===== src/rtl/imem_boot_loader_if.sv =====
`default_nettype none
// ============================================================================
// imem_boot_loader_if : byte-stream handshake and instruction-memory write port
// Revision 1.0
// ============================================================================
interface imem_boot_loader_if #(
   parameter int WIDTH = 32,
   parameter int AW    = 5
);
   logic             byte_valid;
   logic [7:0]       byte_data;
   logic             byte_ready;
   logic             imem_we;
   logic [AW-1:0]    imem_addr;
   logic [WIDTH-1:0] imem_wdata;

   // The loader drives the memory write port and the stream's ready
   modport master (
      input  byte_valid, byte_data,
      output byte_ready, imem_we, imem_addr, imem_wdata
   );

   modport slave (
      output byte_valid, byte_data,
      input  byte_ready, imem_we, imem_addr, imem_wdata
   );
endinterface
`default_nettype wire


===== src/rtl/imem_boot_loader.sv =====
`default_nettype none
// ============================================================================
// imem_boot_loader : packs a checksummed byte stream into instruction words
// Revision 1.0
// ============================================================================
module imem_boot_loader #(
   parameter int WIDTH       = 32,
   parameter int WORD_LENGTH = 32
) (
   input  wire logic                 clk,
   input  wire logic                 rst_n,
   input  wire logic                 start_i,
   imem_boot_loader_if.master        bus,
   output logic                      core_rst_o,
   output logic                      busy_o,
   output logic                      done_o,
   output logic                      error_o
);
   localparam int C_BYTES = WIDTH / 8;
   localparam int C_AW    = (WORD_LENGTH > 1) ? $clog2(WORD_LENGTH) : 1;
   localparam int C_BIW   = (C_BYTES > 1) ? $clog2(C_BYTES) : 1;

   typedef enum logic [2:0] {
      S_IDLE  = 3'd0,
      S_HDR   = 3'd1,
      S_DATA  = 3'd2,
      S_WRITE = 3'd3,
      S_CSUM  = 3'd4,
      S_DONE  = 3'd5,
      S_ERR   = 3'd6
   } state_t;

   state_t             state_q, state_d;
   logic [7:0]         n_q, n_d;
   logic [7:0]         xor_q, xor_d;
   logic [C_BIW-1:0]   byte_idx_q, byte_idx_d;
   logic [7:0]         word_idx_q, word_idx_d;
   logic [WIDTH-1:0]   word_q, word_d;
   logic [C_AW-1:0]    addr_q, addr_d;
   logic [WIDTH-1:0]   wdata_q, wdata_d;

   logic               w_ready;
   logic               w_accept;
   logic [WIDTH-1:0]   w_word_ins;
   logic [7:0]         w_word_idx_inc;
   logic               w_hdr_bad;

   assign w_ready        = (state_q == S_HDR) || (state_q == S_DATA) || (state_q == S_CSUM);
   assign w_accept       = w_ready & bus.byte_valid;
   assign w_word_idx_inc = word_idx_q + 8'd1;
   assign w_hdr_bad      = (bus.byte_data == 8'd0) ||
                           ({1'b0, bus.byte_data} > 9'(WORD_LENGTH));

   // Little-endian insertion of the incoming byte at the current byte slot
   always_comb begin
      w_word_ins = word_q;
      w_word_ins[{byte_idx_q, 3'b000} +: 8] = bus.byte_data;
   end

   always_ff @(posedge clk or negedge rst_n) begin
      if (!rst_n) begin
         state_q    <= S_IDLE;
         n_q        <= '0;
         xor_q      <= '0;
         byte_idx_q <= '0;
         word_idx_q <= '0;
         word_q     <= '0;
         addr_q     <= '0;
         wdata_q    <= '0;
      end else begin
         state_q    <= state_d;
         n_q        <= n_d;
         xor_q      <= xor_d;
         byte_idx_q <= byte_idx_d;
         word_idx_q <= word_idx_d;
         word_q     <= word_d;
         addr_q     <= addr_d;
         wdata_q    <= wdata_d;
      end
   end

   always_comb begin
      state_d    = state_q;
      n_d        = n_q;
      xor_d      = xor_q;
      byte_idx_d = byte_idx_q;
      word_idx_d = word_idx_q;
      word_d     = word_q;
      addr_d     = addr_q;
      wdata_d    = wdata_q;
      case (state_q)
         S_IDLE: begin
            if (start_i) state_d = S_HDR;
         end
         S_HDR: begin
            if (w_accept) begin
               n_d        = bus.byte_data;
               xor_d      = bus.byte_data;
               byte_idx_d = '0;
               word_idx_d = '0;
               word_d     = '0;
               state_d    = w_hdr_bad ? S_ERR : S_DATA;
            end
         end
         S_DATA: begin
            if (w_accept) begin
               xor_d  = xor_q ^ bus.byte_data;
               word_d = w_word_ins;
               if (byte_idx_q == C_BIW'(C_BYTES - 1)) begin
                  // Latch the write port on the final byte so it holds after WRITE
                  addr_d     = word_idx_q[C_AW-1:0];
                  wdata_d    = w_word_ins;
                  byte_idx_d = '0;
                  state_d    = S_WRITE;
               end else begin
                  byte_idx_d = byte_idx_q + C_BIW'(1);
               end
            end
         end
         S_WRITE: begin
            word_idx_d = w_word_idx_inc;
            word_d     = '0;
            state_d    = (w_word_idx_inc == n_q) ? S_CSUM : S_DATA;
         end
         S_CSUM: begin
            if (w_accept) state_d = (bus.byte_data == xor_q) ? S_DONE : S_ERR;
         end
         S_DONE, S_ERR: begin
            if (start_i) state_d = S_HDR;
         end
         default: state_d = S_IDLE;
      endcase
   end

   assign bus.byte_ready = w_ready;
   assign bus.imem_we    = (state_q == S_WRITE);
   assign bus.imem_addr  = addr_q;
   assign bus.imem_wdata = wdata_q;
   assign core_rst_o     = (state_q != S_DONE);
   assign busy_o         = (state_q == S_HDR) || (state_q == S_DATA) ||
                           (state_q == S_WRITE) || (state_q == S_CSUM);
   assign done_o         = (state_q == S_DONE);
   assign error_o        = (state_q == S_ERR);
endmodule
`default_nettype wire


===== src/flat_wrapper.sv =====
// flat-port wrapper written by rule: the top's interface ports become plain ports
module imem_boot_loader_flat 
#(
   parameter int WIDTH       = 32,
   parameter int WORD_LENGTH = 32
)
  (clk, rst_n, start_i, core_rst_o, busy_o, done_o, error_o, bus_byte_valid, bus_byte_data, bus_byte_ready, bus_imem_we, bus_imem_addr, bus_imem_wdata);
  imem_boot_loader_if #(.WIDTH(WIDTH), .AW((5))) bus_i ();
  input  wire logic clk;
  input  wire logic rst_n;
  input  wire logic start_i;
  output logic core_rst_o;
  output logic busy_o;
  output logic done_o;
  output logic error_o;
  input wire logic [$bits(bus_i.byte_valid)-1:0] bus_byte_valid;
  input wire logic [$bits(bus_i.byte_data)-1:0] bus_byte_data;
  output wire logic [$bits(bus_i.byte_ready)-1:0] bus_byte_ready;
  output wire logic [$bits(bus_i.imem_we)-1:0] bus_imem_we;
  output wire logic [$bits(bus_i.imem_addr)-1:0] bus_imem_addr;
  output wire logic [$bits(bus_i.imem_wdata)-1:0] bus_imem_wdata;
  assign bus_i.byte_valid = bus_byte_valid;
  assign bus_i.byte_data = bus_byte_data;
  assign bus_byte_ready = bus_i.byte_ready;
  assign bus_imem_we = bus_i.imem_we;
  assign bus_imem_addr = bus_i.imem_addr;
  assign bus_imem_wdata = bus_i.imem_wdata;
  imem_boot_loader #(.WIDTH(WIDTH), .WORD_LENGTH(WORD_LENGTH)) u_core (.clk(clk), .rst_n(rst_n), .start_i(start_i), .bus(bus_i), .core_rst_o(core_rst_o), .busy_o(busy_o), .done_o(done_o), .error_o(error_o));
endmodule

===== config.mk =====
export PLATFORM = sky130hd
export DESIGN_NAME = imem_boot_loader_flat
export DESIGN_NICKNAME = d
export VERILOG_FILES = /design/src/rtl/imem_boot_loader_if.sv /design/src/rtl/imem_boot_loader.sv /design/src/flat_wrapper.sv
export SDC_FILE = /design/constraint.sdc
export NUM_CORES = 1
export LEC_CHECK = 0
export CAP_MARGIN = 15
export CORE_UTILIZATION = 61
export DETAILED_ROUTE_END_ITERATION = 8
export MAX_ROUTING_LAYER = met4
export PLACE_DENSITY = 0.9
export RECOVER_POWER = 25
export SLEW_MARGIN = 20
export SYNTH_ARGS = -nofsm -noshare
export SYNTH_HDL_FRONTEND = slang
export SYNTH_SLANG_ARGS = --single-unit

===== constraint.sdc =====
create_clock -name clk -period 4.7 [get_ports clk]
set_input_delay 0.94 -clock clk [delete_from_list [all_inputs] [get_ports clk]]
set_output_delay 0.94 -clock clk [all_outputs]
set_load 0.01 [all_outputs]

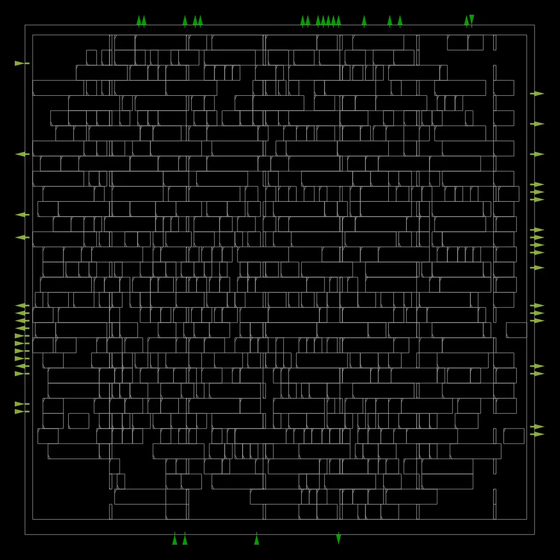
Figure 1: run 1, placed standard cells.
fraction of area in registers: 43.6%
sequential cell count: 98
core occupancy in the finished layout: 72.8%
Cell Rows: 32
non-filler cells in the finished layout: 658

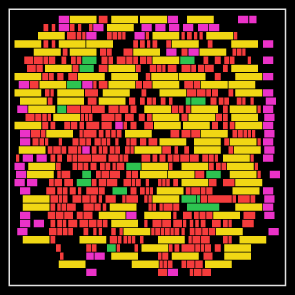
Figure 2: run 1, placed cells, one color a class.
Drawn at 3 px/um.
- green: clock drivers and dummy loads (cells 16)
- magenta: remaining buffers and delay cells (cells 57)
- yellow: registers (cells 98)
- red: remaining logic cells (cells 385)

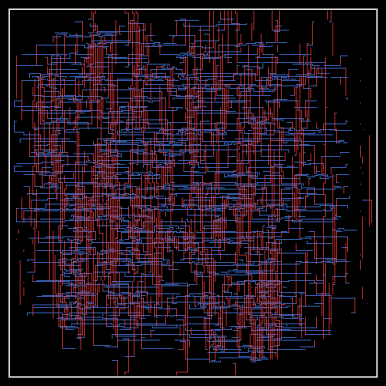
Figure 3: run 1, metal layers overlaid.
Drawn at 4 px/um. Only two layers are drawn.
- blue: M1 (wire length 5020 um)
- red: M2 (wire length 5260 um)
average wire per standard cell: 17.2 um
Via Count: 4037
global-route total usage across every layer: 29.6%
sum of routed wire length over all layers: 11.3 mm

==> summary.log, run 1 <==
qor: run_status.outcome complete, no violations
qor: final_timing.final_period_minus_worst_setup_slack 3.34 ns
qor: yosys.count_of_different_cell_masters_after_synthesis 45
qor: pwr.powerSeq 0.00125 W
qor: yosys.synth-main-ff-cell dfrtp_1
qor: min_path.hp-class flop to flop
qor: clock_network.clk_path_buf_depth 2
qor: drt.drt-vias-per-instance 6.14
qor: clock_network.ctsHoldBuffers 0
qor: critical_path.crit_path_top_delay_cell dfrtp_1
qor: pwr.maxPowerGroup sequential cells
qor: flow_run.max_cap_violation_count 0
qor: flow_run.warning_count 31
qor: final_timing.final.period_utilization 71.1%
qor: critical_path.timing.critical_path.cells inv_1 > nand3_1 > o21ai_0 > clkdlybuf4s50_1
qor: floorplan.die_h 91.6 um
qor: drt.drt-pass1-iter-count 5
qor: layout.layout.cells.largest_class sequential cells
qor: pwr.p_comb 0.00108 W
qor: yosys.post-synth-top-area-fraction 50.1%
qor: layout.layout_top_cell_excl_fill_tap dfrtp_1
qor: pwr.power_frac_seq 43.3%
qor: final_timing.worst_clock_skew 0.0127 ns
qor: clock_network.clock_latency_on_the_worst_skew_pair 0.37 ns
qor: placement.buffer_ports.inserted 54
qor: critical_path.crit_path_start_kind flop
qor: floorplan.well_tap_count 102
qor: drt.drtAntennaViolNets 0
qor: yosys.synthTopLogicFamily AND-OR/OR-AND gates
qor: layout.final.fill_count 551
qor: yosys.mux_share 1.33%
qor: pwr.powerClk 0.000564 W
qor: pwr.ir_drop 0.000305 V
qor: clock_network.tritoncts_buffer_count 9
qor: pwr.power.static_leakage 2.45 nW
qor: grt.overall_overflow_remaining_after_global_route 0
qor: pwr.power_switching_share 39.1%
qor: layout.drive_gt1_share 5.58%
qor: clock_network.reg_clk_slew_reported_paths 0.09 ns
qor: placement.post_dp_cell_area 0.00543 mm2
qor: yosys.synthesis.area 0.00489 mm2
qor: final_timing.post-route-worst-setup-slack 1.36 ns
qor: grt.grt_start_max_net_pins 71
qor: layout.final_cell_area 0.00563 mm2
qor: critical_path.critical_path_peak_fanout 22
qor: yosys.syn-instance-count 519
qor: yosys.postSynthAreaPerCell 9.43 um2
qor: pwr.p_switching 0.00113 W
qor: placement.dpl_worst_slack 1.47 ns
qor: layout.clock_cell_area_share 3.60%
qor: critical_path.cp.arrival 2.40 ns
qor: layout.sequential_cell_area 0.00245 mm2
qor: critical_path.timing.critical_path.to bus_byte_ready
qor: final_timing.setup_tns 0 ns
qor: pwr.clockPowerShare 19.5%
qor: grt.initial_antenna_violation_count 0
qor: critical_path.reg2reg_to u_core.word_idx_q[2]
qor: placement.gp_congestion 0.927
qor: clock_network.cts.repair.resized 0
qor: clock_network.ctsHtreeMaxLevel 3
qor: critical_path.timing.critical_path.buf_inv 2
qor: yosys.mappedNetlistNets 538
qor: yosys.top_area_cell dfrtp_1
qor: critical_path.path_delay_family buffers and inverters
qor: clock_network.clock_sinks 98
qor: floorplan.total_die_area 0.00838 mm2
qor: layout.antenna_cells_inserted 0
qor: yosys.post_synth_main_area_contributors dfrtp_1 (50%), o21ai_0 (6.0%), a22o_1 (5.9%)
qor: layout.multiInputCombCellCount 374
qor: layout.final_layout_top_logic_cells dfrtp_1 (98), nand2_1 (76), o21ai_0 (59), a21oi_1 (53), clkdlybuf4s50_1 (53)
qor: final_timing.max_freq 299 MHz
qor: yosys.flip_flops_with_a_built_in_enable 0
qor: clock_network.cts_root_buf clkbuf_8
qor: yosys.ys_chip_area 0.00489 mm2
qor: final_timing.report.final.hold_viol_count 0
qor: layout.finish.net_count 570
qor: critical_path.setup.worst_path.class flop to output pin
qor: yosys.async_reset_ff_share 100%
qor: critical_path.rr_worst_depth 5
qor: floorplan.ports 55
qor: grt.first_global_vias 3767
qor: yosys.xor_area_share 3.86%
run 1: registers in the layout, summed over array words and instances, names as in the netlist:
name	flops
u_core.bus.imem_addr	5
u_core.bus.imem_wdata	32
u_core.byte_idx_q	2
u_core.n_q	8
u_core.state_q	3
u_core.word_idx_q	8
u_core.word_q	32
u_core.xor_q	8
run 1: stage by stage:
| stage | std cells | hold WS [ns] |
|---|---|---|
| 3_3_place_gp | 642 | 0.462 |
| 6_report | 658 | 0.485 |
| 4_1_cts | 658 | 0.490 |
| 5_1_grt | 658 | 0.517 |
| 2_1_floorplan | 519 | 0.458 |
| 3_5_place_dp | 642 | 0.470 |
run 1: per-layer routing:
metal	wire length, um	up-vias	GRT usage (%)
met3	799	24	6.28
met5	0	-	-
li1	-	1876	-
met4	240	0	10.4
met2	5260	170	43.5
met1	5020	1967	40.9
Figure 4. Where the registers sit (run 1).
Drawn at 6 px/um. Other sequential cells in the stronger gray, the rest of the logic in the fainter gray.
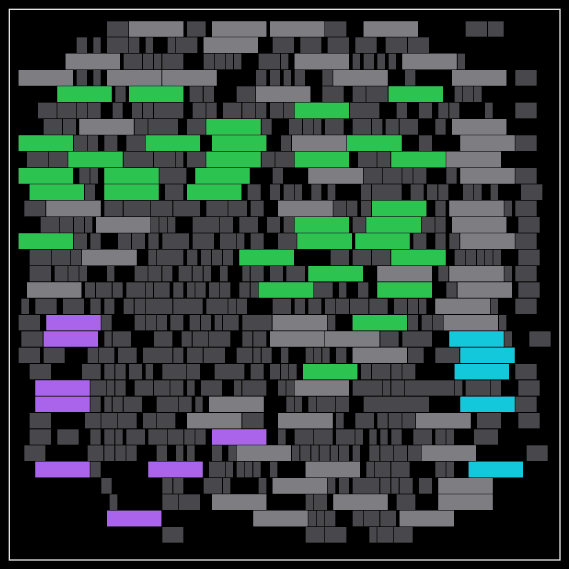

## Run 2: what changed since run 1
CORE_UTILIZATION = 51   (was 61)
PLACE_DENSITY = 0.8   (was 0.9)
clock period = 3 ns   (was 4.7 ns; I/O delays follow)
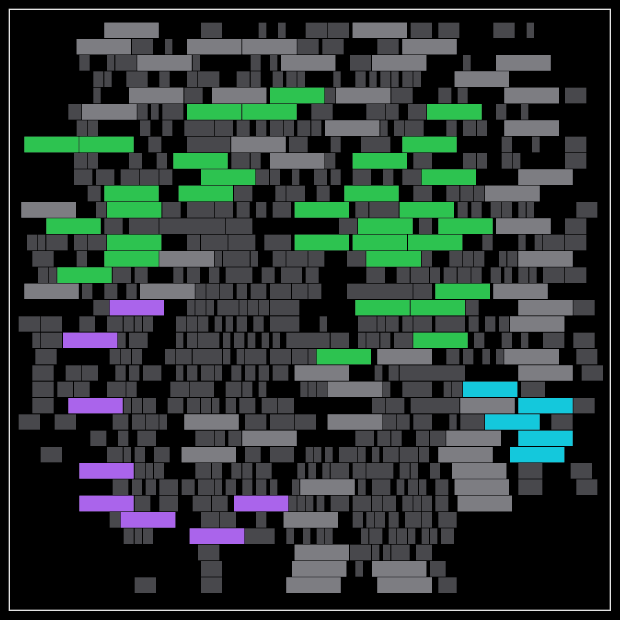
Figure 5: run 2, where the registers sit.
Drawn at 6 px/um. Other sequential cells in the stronger gray, the rest of the logic in the fainter gray.
- purple: `u_core.xor_q` (sequential cells 8; where lower left)
- cyan: `u_core.bus.imem_addr` (sequential cells 5)
- green: `u_core.word_q` (sequential cells 32)
core occupancy in the finished layout: 62.8%
Seq. cell area: 0.00245 mm2
power in sequential cells: 0.00194 W

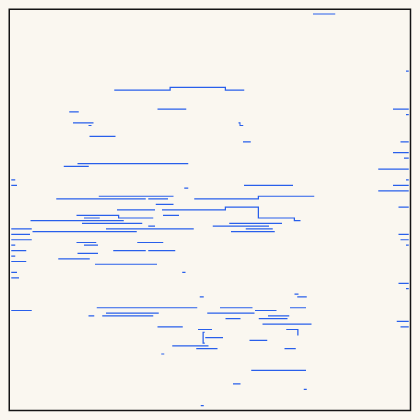
Figure 6: run 2, met3 routing.
Drawn at 4 px/um.
- main direction: horizontal
- longest straight run: 27.4 um
- nets with wire on the layer: 73
- share of all routed wire: 6.0%
- wire length on this layer: 691 um

==> run 2 against run 1 <==
Effect of this change: the run now ends with capacitance limit, slew limit left; sequential share of layout area decreased by 1.5 points; die size up 19%; power rose by 63%; first-iteration DRC count decreased by 15%; sequential power up 55%.
==> summary.log, run 2 <==
qor: layout.final_layout_top_logic_cells dfrtp_1 (98), nand2_1 (76), o21ai_0 (59), a21oi_1 (53), clkdlybuf4s50_1 (53) [unchanged]
qor: grt.gr-usage-met2 37.6% [was 43.5%]
qor: grt.first_global_vias 3919 [was 3767]
qor: grt.initial_antenna_violation_count 0 [unchanged]
qor: drt.postRouteWirelength 11.5 mm [was 11.3 mm]
qor: flow_run.warning_count 31 [unchanged]
qor: final_timing.worst_clock_skew 0.0107 ns [was 0.0127 ns]
qor: critical_path.cp.arrival 2.28 ns [was 2.40 ns]
qor: drt.drt-pass1-iter-count 5 [unchanged]
qor: grt.top_usage_layer met2 [unchanged]
qor: critical_path.critical_path_peak_fanout 22 [unchanged]
qor: floorplan.die_width 99.9 um [was 91.6 um]
qor: pwr.powerClk 0.00102 W [was 0.000564 W]
qor: layout.drive_gt1_share 7.89% [was 5.58%]
qor: run_status.failed_checks capacitance limit, slew limit
qor: clock_network.clk_path_buf_depth 2 [unchanged]
qor: grt.groute.usage.overall 25.5% [was 29.6%]
qor: drt.routed-via-count 4076 [was 4037]
qor: floorplan.total_die_area 0.00999 mm2 [was 0.00838 mm2]
qor: layout.layout_top_cell_excl_fill_tap dfrtp_1 [unchanged]
qor: floorplan.die_h 99.9 um [was 91.6 um]
qor: final_timing.final-max-slew-violation-count 47 [was 0]
qor: placement.numPlacedInstances 684 [was 642]
qor: clock_network.clock_latency_on_the_worst_skew_pair 0.37 ns [about the same]
qor: yosys.ys_chip_area 0.00489 mm2 [unchanged]
qor: final_timing.post-route-worst-setup-slack 0.115 ns [was 1.36 ns]
qor: layout.finish.net_count 585 [was 570]
qor: drt.drcViolationCount 0 [unchanged]
qor: clock_network.reg_clk_slew_reported_paths 0.10 ns [was 0.09 ns]
qor: yosys.count_of_different_cell_masters_after_synthesis 45 [unchanged]
qor: placement.gp_congestion 0.885 [was 0.927]
qor: yosys.top_area_cell dfrtp_1 [unchanged]
qor: layout.final.fill_count 797 [was 551]
qor: drt.drt-vias-per-instance 5.83 [was 6.14]
qor: min_path.hp-class flop to flop [unchanged]
qor: critical_path.timing.critical_path.to bus_imem_we [was bus_byte_ready]
qor: layout.final_cell_area 0.00583 mm2 [was 0.00563 mm2]
qor: final_timing.final.period_utilization 96.2%
qor: placement.dpl_worst_slack 0.554 ns [was 1.47 ns]
qor: pwr.p_comb 0.00176 W [was 0.00108 W]
qor: critical_path.setup.worst_path.class flop to output pin [unchanged]
qor: final_timing.setup_tns 0 ns [unchanged]
qor: pwr.cell_internal_power 0.00295 W [was 0.00176 W]
qor: pwr.power.static_leakage 2.54 nW [was 2.45 nW]
qor: pwr.maxPowerGroup sequential cells [unchanged]
qor: flow_run.max_cap_violation_count 1 [was 0]
qor: placement.post_dp_cell_area 0.00560 mm2 [was 0.00543 mm2]
qor: pwr.ir_drop 0.000498 V [was 0.000305 V]
qor: yosys.synth.yosys.seq_area_share 50.1% [unchanged]
qor: final_timing.worst-slew-pin-transition 2.49 ns [was 0.882 ns]
qor: clock_network.cts_root_buf clkbuf_8 [unchanged]
qor: critical_path.required_time_of_the_critical_path 2.40 ns [was 3.76 ns]
qor: drt.dr_wl_met3 690 um [was 799 um]
qor: grt.grt_start_max_net_pins 53 [was 71]
qor: final_timing.report.final.hold_viol_count 0 [unchanged]
qor: drt.drtAntennaViolNets 0 [unchanged]
qor: yosys.syn-instance-count 519 [unchanged]
qor: yosys.synthesis.area 0.00489 mm2 [unchanged]
qor: clock_network.cts.repair.resized 0 [unchanged]
qor: yosys.async_reset_ff_share 100% [unchanged]
qor: drt.wirelength_met1 5.17 mm [was 5.02 mm]
qor: yosys.flip_flops_with_a_built_in_enable 0 [unchanged]
qor: yosys.post_synth_main_area_contributors dfrtp_1 (50%), o21ai_0 (6.0%), a22o_1 (5.9%) [unchanged]
qor: final_timing.holdWs 0.485 ns [about the same]
qor: placement.buffer_ports.inserted 54 [unchanged]
qor: grt.global_route.usage.met1 34.2% [was 40.9%]
qor: yosys.mappedNetlistNets 538 [unchanged]
qor: clock_network.tritoncts_buffer_count 9 [unchanged]
qor: grt.overall_overflow_remaining_after_global_route 0 [unchanged]
qor: grt.grt_util_met3 5.01% [was 6.28%]
qor: yosys.post-synth-top-area-fraction 50.1% [unchanged]
qor: drt.wl_met2 5.29 mm [was 5.26 mm]
qor: pwr.clockPowerShare 21.7% [was 19.5%]
qor: critical_path.reg2reg_to u_core.word_q[25] [was u_core.word_idx_q[2]]
qor: yosys.postSynthAreaPerCell 9.43 um2 [unchanged]
qor: critical_path.crit_path_start_kind flop [unchanged]
qor: pwr.power_switching_share 37.7% [was 39.1%]
qor: drt.highest_layer met4 [unchanged]
qor: run_status.outcome finished with violations [was complete, no violations]
qor: final_timing.final_period_minus_worst_setup_slack 2.88 ns
qor: clock_network.clock_sinks 98 [unchanged]
qor: clock_network.ctsHtreeMaxLevel 3 [unchanged]
qor: layout.final_cells 699 [was 658]
qor: layout.antenna_cells_inserted 0 [unchanged]
qor: layout.area_delta_synth_final 19.2% [was 15.1%]
qor: floorplan.cell_rows 35 [was 32]
qor: pwr.p_switching 0.00178 W [was 0.00113 W]
qor: critical_path.rr_worst_depth 5 [unchanged]
qor: drt.route.detailed.wl_per_inst 16.4 um [was 17.2 um]
qor: clock_network.ctsHoldBuffers 0 [unchanged]
qor: final_timing.max_freq 347 MHz
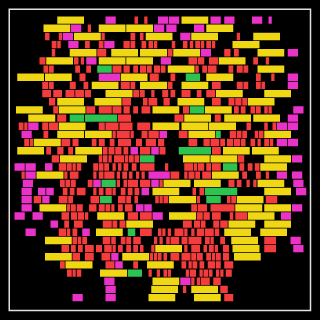
Figure 7: run 2, placed cells, one color a class.
Drawn at 3 px/um.
- red: remaining logic cells (cells 385)
- green: clock drivers and dummy loads (cells 15)
- magenta: remaining buffers and delay cells (cells 72)
- yellow: registers (cells 98)

-- run 2: kinds of logic after synthesis --
family / count (synthesis) / synth area share [%]
XOR/XNOR: 20 / 3.86
adder cells (fa/ha/maj): 8 / 1.99
multiplexers: 6 / 1.33
flip-flops: 98 / 50.1
AND-OR/OR-AND: 167 / 20.6
buffers and inverters: 47 / 4.09
AND/OR/NAND/NOR: 173 / 18.0
-- run 2: area by class of cell --
class	instances	area [um2]	share of cell area [%]
multi-input combinational	374	2240	38.5
clock inverter	6	114	1.95
timing repair buffer	72	694	11.9
sequential	98	2450	42.1
tap	129	161	2.77
clock buffer	9	124	2.12
inverter	11	41.3	0.708
-- run 2: critical path, cell delays in order (launching register included) --
cell and delay [ns]:
dfrtp_1 0.80, nand3b_2 0.33, clkinv_1 0.23, clkdlybuf4s50_1 0.57
Power figures rest on the tool's default switching activity, not on a simulated workload.
